Fig. 1: signal wires by layer
Bar = 20 um. Two of the layers only.
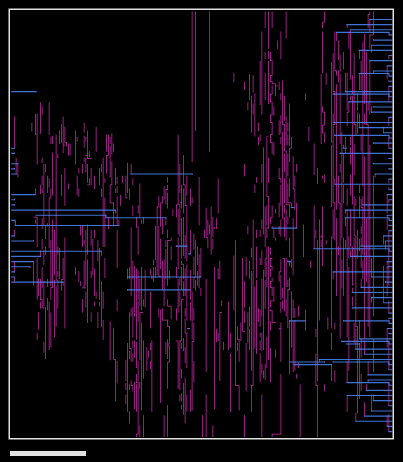
Fig. 2: cell classes on the final placement
Fill, decap, tap and diode cells in grey.
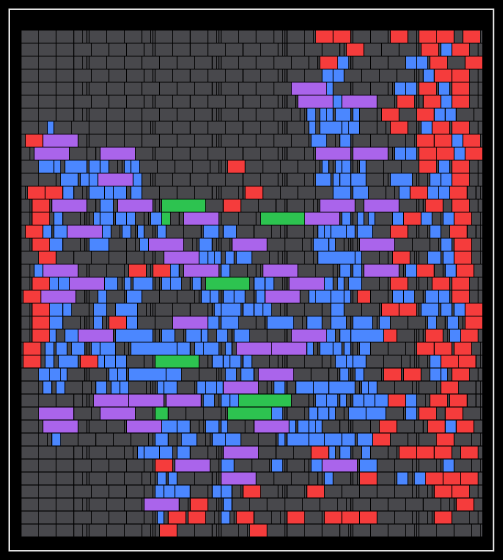
Fig. 3: the clock network
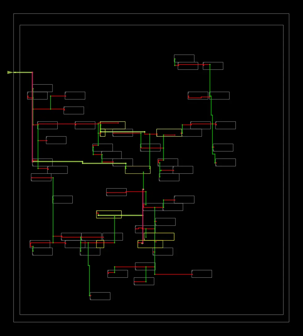
Fig. 4: sequential cells coloured by netlist name
Bar = 20 um.
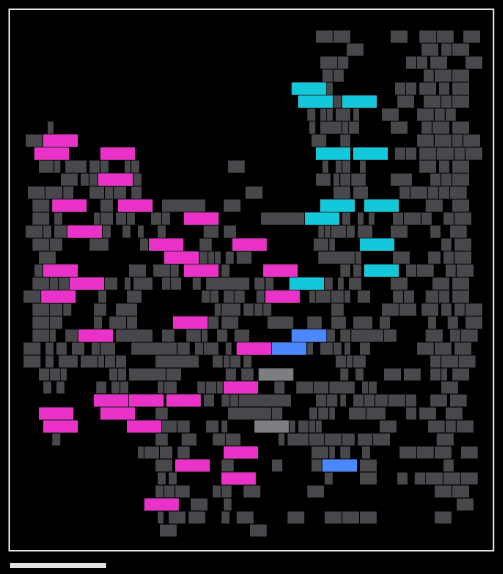
--- src/rtl/pipeline_run_controller_pkg.sv ---
// rtl/pipeline_run_controller_pkg.sv - command codes, state encoding and helpers for the run controller
package pipeline_run_controller_pkg;

   localparam logic [2:0] CMD_NOP   = 3'd0;
   localparam logic [2:0] CMD_LOAD  = 3'd1;
   localparam logic [2:0] CMD_RUN   = 3'd2;
   localparam logic [2:0] CMD_STEP  = 3'd3;
   localparam logic [2:0] CMD_STOP  = 3'd4;
   localparam logic [2:0] CMD_FLUSH = 3'd5;

   typedef enum logic [2:0] {
      ST_IDLE  = 3'd0,
      ST_LOAD  = 3'd1,
      ST_FLUSH = 3'd2,
      ST_RUN   = 3'd3,
      ST_STEP  = 3'd4,
      ST_DONE  = 3'd5
   } state_t;

   localparam logic [31:0] HALT_INSTR_DEFAULT = 32'hFFFF_FFFF;

   // Address width for a memory of the given depth, never less than one bit.
   function automatic int clogb2(input int depth);
      int width;
      width = 0;
      for (int v = depth - 1; v > 0; v = v >> 1) begin
         width++;
      end
      return (width < 1) ? 1 : width;
   endfunction

endpackage

--- src/rtl/pipeline_run_controller_sat_counter.sv ---
// rtl/pipeline_run_controller_sat_counter.sv - clearable up-counter that sticks at all-ones
module sat_counter #(
   parameter int NB_CNT = 32
)(
   input  logic              clock,
   input  logic              reset,
   input  logic              clear,
   input  logic              enable,
   output logic [NB_CNT-1:0] count
);

   always_ff @(posedge clock) begin
      if (reset || clear) begin
         count <= '0;
      end else if (enable && (count != '1)) begin
         count <= count + 1'b1;
      end
   end

endmodule

--- src/rtl/pipeline_run_controller.sv ---
// rtl/pipeline_run_controller.sv - debug-driven load/run/step sequencer for the MIPS pipeline
module pipeline_run_controller
   import pipeline_run_controller_pkg::*;
#(
   parameter int                  NB_INSTR           = 32,
   parameter int                  N_ADDR             = 2048,
   parameter int                  LOG2_N_INSMEM_ADDR = clogb2(N_ADDR),
   parameter int                  NB_CNT             = 32,
   parameter int                  FLUSH_CYCLES       = 2,
   parameter logic [NB_INSTR-1:0] HALT_INSTR         = NB_INSTR'(HALT_INSTR_DEFAULT)
)(
   input  logic                          i_clock,
   input  logic                          i_reset,
   input  logic                          i_cmd_valid,
   input  logic [2:0]                    i_cmd,
   output logic                          o_cmd_ready,
   input  logic                          i_load_valid,
   input  logic [NB_INSTR-1:0]           i_load_data,
   output logic                          o_load_ready,
   output logic                          o_imem_wr_en,
   output logic [LOG2_N_INSMEM_ADDR-1:0] o_imem_wr_addr,
   output logic [NB_INSTR-1:0]           o_imem_wr_data,
   input  logic                          i_halt_retired,
   output logic                          o_pipe_valid,
   output logic                          o_pipe_reset,
   output logic [NB_CNT-1:0]             o_cycle_count,
   output logic                          o_done,
   output logic [2:0]                    o_state
);

   localparam int NB_FLUSH = clogb2(FLUSH_CYCLES + 1);
   localparam logic [NB_FLUSH-1:0] FLUSH_LAST = NB_FLUSH'(FLUSH_CYCLES - 1);
   localparam logic [LOG2_N_INSMEM_ADDR-1:0] LAST_ADDR = LOG2_N_INSMEM_ADDR'(N_ADDR - 1);

   state_t                          state;
   state_t                          state_next;
   logic [LOG2_N_INSMEM_ADDR-1:0]   load_addr;
   logic [NB_FLUSH-1:0]             flush_cnt;
   logic                            addr_clear;

   always_comb begin
      state_next     = state;
      addr_clear     = 1'b0;
      o_cmd_ready    = 1'b0;
      o_load_ready   = 1'b0;
      o_imem_wr_en   = 1'b0;
      o_imem_wr_addr = '0;
      o_imem_wr_data = '0;
      o_pipe_valid   = 1'b0;
      o_pipe_reset   = 1'b0;
      o_done         = 1'b0;
      case (state)
         ST_IDLE: begin
            o_cmd_ready = 1'b1;
            if (i_cmd_valid) begin
               case (i_cmd)
                  CMD_LOAD:  begin state_next = ST_LOAD; addr_clear = 1'b1; end
                  CMD_RUN:   state_next = ST_RUN;
                  CMD_STEP:  state_next = ST_STEP;
                  CMD_FLUSH: state_next = ST_FLUSH;
                  default:   ;
               endcase
            end
         end
         ST_LOAD: begin
            o_load_ready   = 1'b1;
            o_imem_wr_en   = i_load_valid;
            o_imem_wr_addr = load_addr;
            o_imem_wr_data = i_load_data;
            // The last memory word ends the load as a halt does; the address never wraps.
            if (i_load_valid && ((i_load_data == HALT_INSTR) || (load_addr == LAST_ADDR))) begin
               state_next = ST_FLUSH;
            end
         end
         ST_FLUSH: begin
            o_pipe_reset = 1'b1;
            if (flush_cnt == FLUSH_LAST) state_next = ST_IDLE;
         end
         ST_RUN: begin
            o_pipe_valid = 1'b1;
            o_cmd_ready  = 1'b1;
            if (i_halt_retired) state_next = ST_DONE;
            else if (i_cmd_valid && (i_cmd == CMD_STOP)) state_next = ST_IDLE;
         end
         ST_STEP: begin
            o_pipe_valid = 1'b1;
            state_next   = i_halt_retired ? ST_DONE : ST_IDLE;
         end
         ST_DONE: begin
            o_cmd_ready = 1'b1;
            o_done      = 1'b1;
            if (i_cmd_valid && (i_cmd == CMD_LOAD)) begin
               state_next = ST_LOAD;
               addr_clear = 1'b1;
            end else if (i_cmd_valid && (i_cmd == CMD_FLUSH)) begin
               state_next = ST_FLUSH;
            end
         end
         default: state_next = ST_IDLE;
      endcase
   end

   always_ff @(posedge i_clock) begin
      if (i_reset) begin
         state     <= ST_IDLE;
         load_addr <= '0;
         flush_cnt <= '0;
      end else begin
         state <= state_next;
         if (addr_clear) load_addr <= '0;
         else if (o_imem_wr_en) load_addr <= load_addr + 1'b1;
         flush_cnt <= (state == ST_FLUSH) ? flush_cnt + 1'b1 : '0;
      end
   end

   sat_counter #(
      .NB_CNT (NB_CNT)
   ) u_cycle_counter (
      .clock  (i_clock),
      .reset  (i_reset),
      .clear  (state == ST_FLUSH),
      .enable (o_pipe_valid),
      .count  (o_cycle_count)
   );

   assign o_state = state;

endmodule

--- config.mk ---
export PLATFORM = sky130hd
export DESIGN_NAME = pipeline_run_controller
export DESIGN_NICKNAME = d
export VERILOG_FILES = /design/src/rtl/pipeline_run_controller_pkg.sv /design/src/rtl/pipeline_run_controller_sat_counter.sv /design/src/rtl/pipeline_run_controller.sv
export SDC_FILE = /design/constraint.sdc
export NUM_CORES = 1
export LEC_CHECK = 0
export CAP_MARGIN = 20
export CORE_AREA = 2 2 99 111
export CTS_CLUSTER_SIZE = 20
export DETAILED_ROUTE_END_ITERATION = 10
export DIE_AREA = 0 0 101 113
export PLACE_DENSITY = 0.65
export SYNTH_ARGS = -nofsm -noshare
export SYNTH_HDL_FRONTEND = slang
export SYNTH_HIERARCHICAL = 1
export SYNTH_SLANG_ARGS = --single-unit
--- constraint.sdc ---
create_clock -name i_clock -period 3.9 [get_ports i_clock]
set_input_delay 0.39 -clock i_clock [delete_from_list [all_inputs] [get_ports i_clock]]
set_output_delay 0.39 -clock i_clock [all_outputs]
set_load 0.05 [all_outputs]
==> impl_metrics.csv <==
group,metric,value,unit
status,status,"finished, final reports clean",
worst_setup_path,worst-r2r-cell-count,6,
timing,timing_worst_slew_pin_value,0.841,ns
pwr,p_per_area,447,nW/um^2
route,m1WireLength,3.82,mm
worst_setup_path,endpoint,"o_pipe_valid",
timing,count_of_final_hold_check_violations,0,
final_layout,layout.area.comb,1930,sq um
timing,finalSetupViolCount,0,
pwr,power.static_leakage,1.40,nW
final_layout,final_instance_area,4490,sq um
worst_setup_path,critPathLaunchType,"flop",
route,drt_drc_violations_left,0,
clock_network,post_cts_hold_buffer_count,0,
die,die.size.y,113,um
final_layout,finalCoreUtilization,0.438,
timing,fmaxAchievable,311,MHz
final_layout,clock_area_frac,0.0374,
grt,grtUsageMet2,0.291,
grt,initial_antenna_violation_count,0,
timing,rsz0062_at_grt,"no",
worst_setup_path,crit_arrival,2.83,ns
final_layout,nNonClkInverters,8,
final_layout,n_antenna_cell,0,
logic_synthesis,post-synth-top-area-cell,"sky130_fd_sc_hd__dfxtp_1",
pwr,power.total,2.01,mW
clock_network,cts_root_buffer,"sky130_fd_sc_hd__clkbuf_16",
worst_setup_path,worstSetupEndpointType,"output pin",
placed_design,dpl.hpwl,7.31,mm
job,warning_count,26,
route,drt-pass1-iter-count,4,
placed_design,dpl.cell_count,595,
timing,layout_setup_ws,0.685,ns
job,maxCapViolations,0,
final_layout,max_flop_register,"u_cycle_counter/count",
Notes on Fig. 1 above:
Key: blue = M3 [wire length 792 um]; magenta = M2 [wire length 4720 um]
Detailed Route WL: 9.51 mm
Avg WL per Cell: 15.8 um
GRT Resource Usage Total: 0.159
vias post-DR: 3169

Notes on Fig. 2 above:
Key: red = remaining buffers and delay cells [cells 125, share of their area 29%]; blue = remaining logic cells [cells 299, share of their area 45%]; green = clock drivers and dummy loads [cells 8, share of their area 3.9%]; purple = registers [cells 48, share of their area 22%]

Notes on Fig. 3 above:
number of clock buffers inserted by TritonCTS: 5
clock group total power: 0.486 mW
Max Clock Skew: 0.00341 ns
Skew-Pair Late Insertion Delay: 0.28 ns

Notes on Fig. 4 above:
Key: magenta = `u_cycle_counter/count` [placed flops 32]; blue = `o_state` [placed flops 3]; cyan = `load_addr` [placed flops 11]

Power and IR drop assume default switching activity.
